Design sprite_bank, sky130hd; sources not shown.
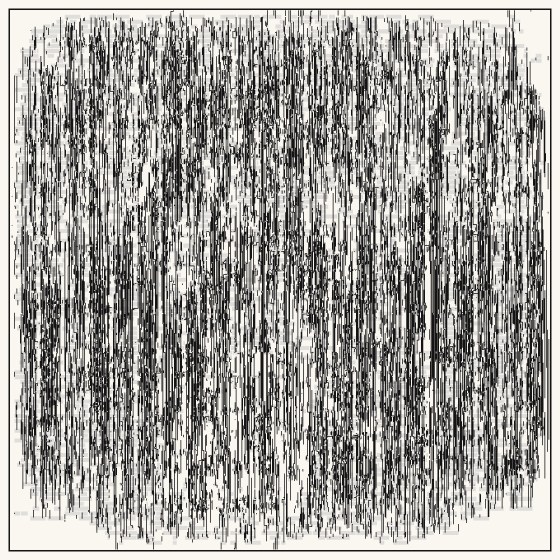
Figure 1: M2 wires.
Cells faint in the background.
wire length on this layer: 80.7 mm
longest straight run: 148 um
share of all routed wire: 40%
Post-Route WL: 201000 um
total number of vias: 39713
M2 GR Usage: 59.9%

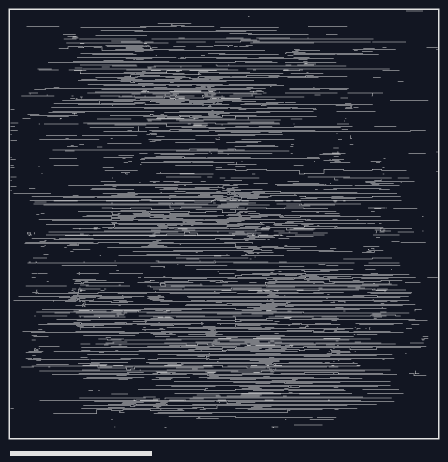
Figure 2: the metal 3 layer.
Scale bar: 100 um.
longest straight run: 165 um
wire length on this layer: 32.2 mm
nets with wire on the layer: 810
main direction: horizontal
M3 GR Usage: 21.8%

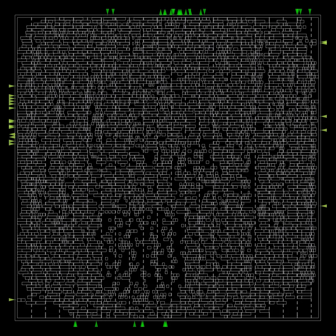
Figure 3: placed standard cells.
core area: 0.0881 mm2
registers: 863
flop share of the area: 40.1%

==> job_summary.md <==
## PnR job results

| Metric | Value |
|---|---|
| Run status | completed |
| Startpoint Class | input pin |
| Syn avg cell area | 11.3 um2 |
| Synth warn | 0 |
| Final slew viol count | 0 |
| Worst path bufs/invs | 2 |
| Area leader, netlist | dfrtp_1 |
| Max-area cell share | 44.3% |
| Max reg flops | 512 |
| Synthesis-to-layout area growth | 10.4% |
| Comb area leader | multiplexers |
| Initial Util | 55.3% |
| Most frequent cell after synthesis | mux2_2 |
| Post-synth regs | 863 |
| Final net count | 4431 |
| Fin Hold WS | 0.278 ns |
| Cells in synth_stat.txt | 4313 |
| TritonCTS clock tree | done |
| Clock Path Buffers | 3 |
| Final instance area | 0.0538 mm2 |
| Tool Warnings | 30 |
| Clkbuf count | 127 |
| CP max stage cell | a211oi_1 |
| Antenna diodes | 8 |
| Core Util, Final | 61.1% |
| Main synth FF type | dfrtp_1 |
| Yosys xor share | 1.20% |
| Non-clock buffers | 145 |
| Yosys adder share | 3.35% |
| Die W | 302 um |
| Vias per cell | 7.19 |
| Die ar. | 0.0910 mm2 |
| R2R cell count | 15 |
| Setup violators final | 0 |
| Peak VDD IR | 0.0412 mV |
| Hold path cells | 1 |
| Final Worst Setup Slack | 21.05 ns |
| Delay-heaviest family, CP | AND-OR/OR-AND gates |
| CTS resizes | 0 |
| Placed cell count | 5343 |
| Pleak | 24.8 nW |
| Post-layout min period | 22.25 ns |
| Synth area leaders | dfrtp_1, mux2_2, a22oi_1, mux4_2, ha_1 |
| Clock network area share | 6.28% |
| Slew @ Worst Pin | 1.21 ns |
| Crit. End Element | output port |
| Floorplan net count | 4470 |
| RSZ-0062 raised after global routing | no |
| Most frequent logic cell in the layout | mux2_2 |
| Comb gates | 3003 |
| Final RePlAce weighted congestion | 1.11 |
| Crit. path cell count | 9 |
| Synth Area in Compound Gates | 13.2% |
| Logic area | 0.0255 mm2 |
| Port buffer count | 49 |
-- power by group --
part | total (mW) | internal, mW | leakage [nW] | switching (mW)
Sequential | 0.866 | 0.829 | 12.0 | 0.0374
Combinational | 0.261 | 0.0921 | 11.2 | 0.169
Clock | 0.882 | 0.532 | 1.68 | 0.350
-- per-layer routing --
| metal | vias to the layer above | routed length, um | track usage [%] |
|---|---|---|---|
| met5 | - | 26 | 0 |
| met4 | 4 | 9380 | 17.5 |
| met3 | 437 | 32200 | 21.8 |
| met2 | 2545 | 80700 | 59.9 |
| met1 | 20457 | 79000 | 59.1 |
| li1 | 16270 | - | - |
Power and IR drop assume default switching activity.
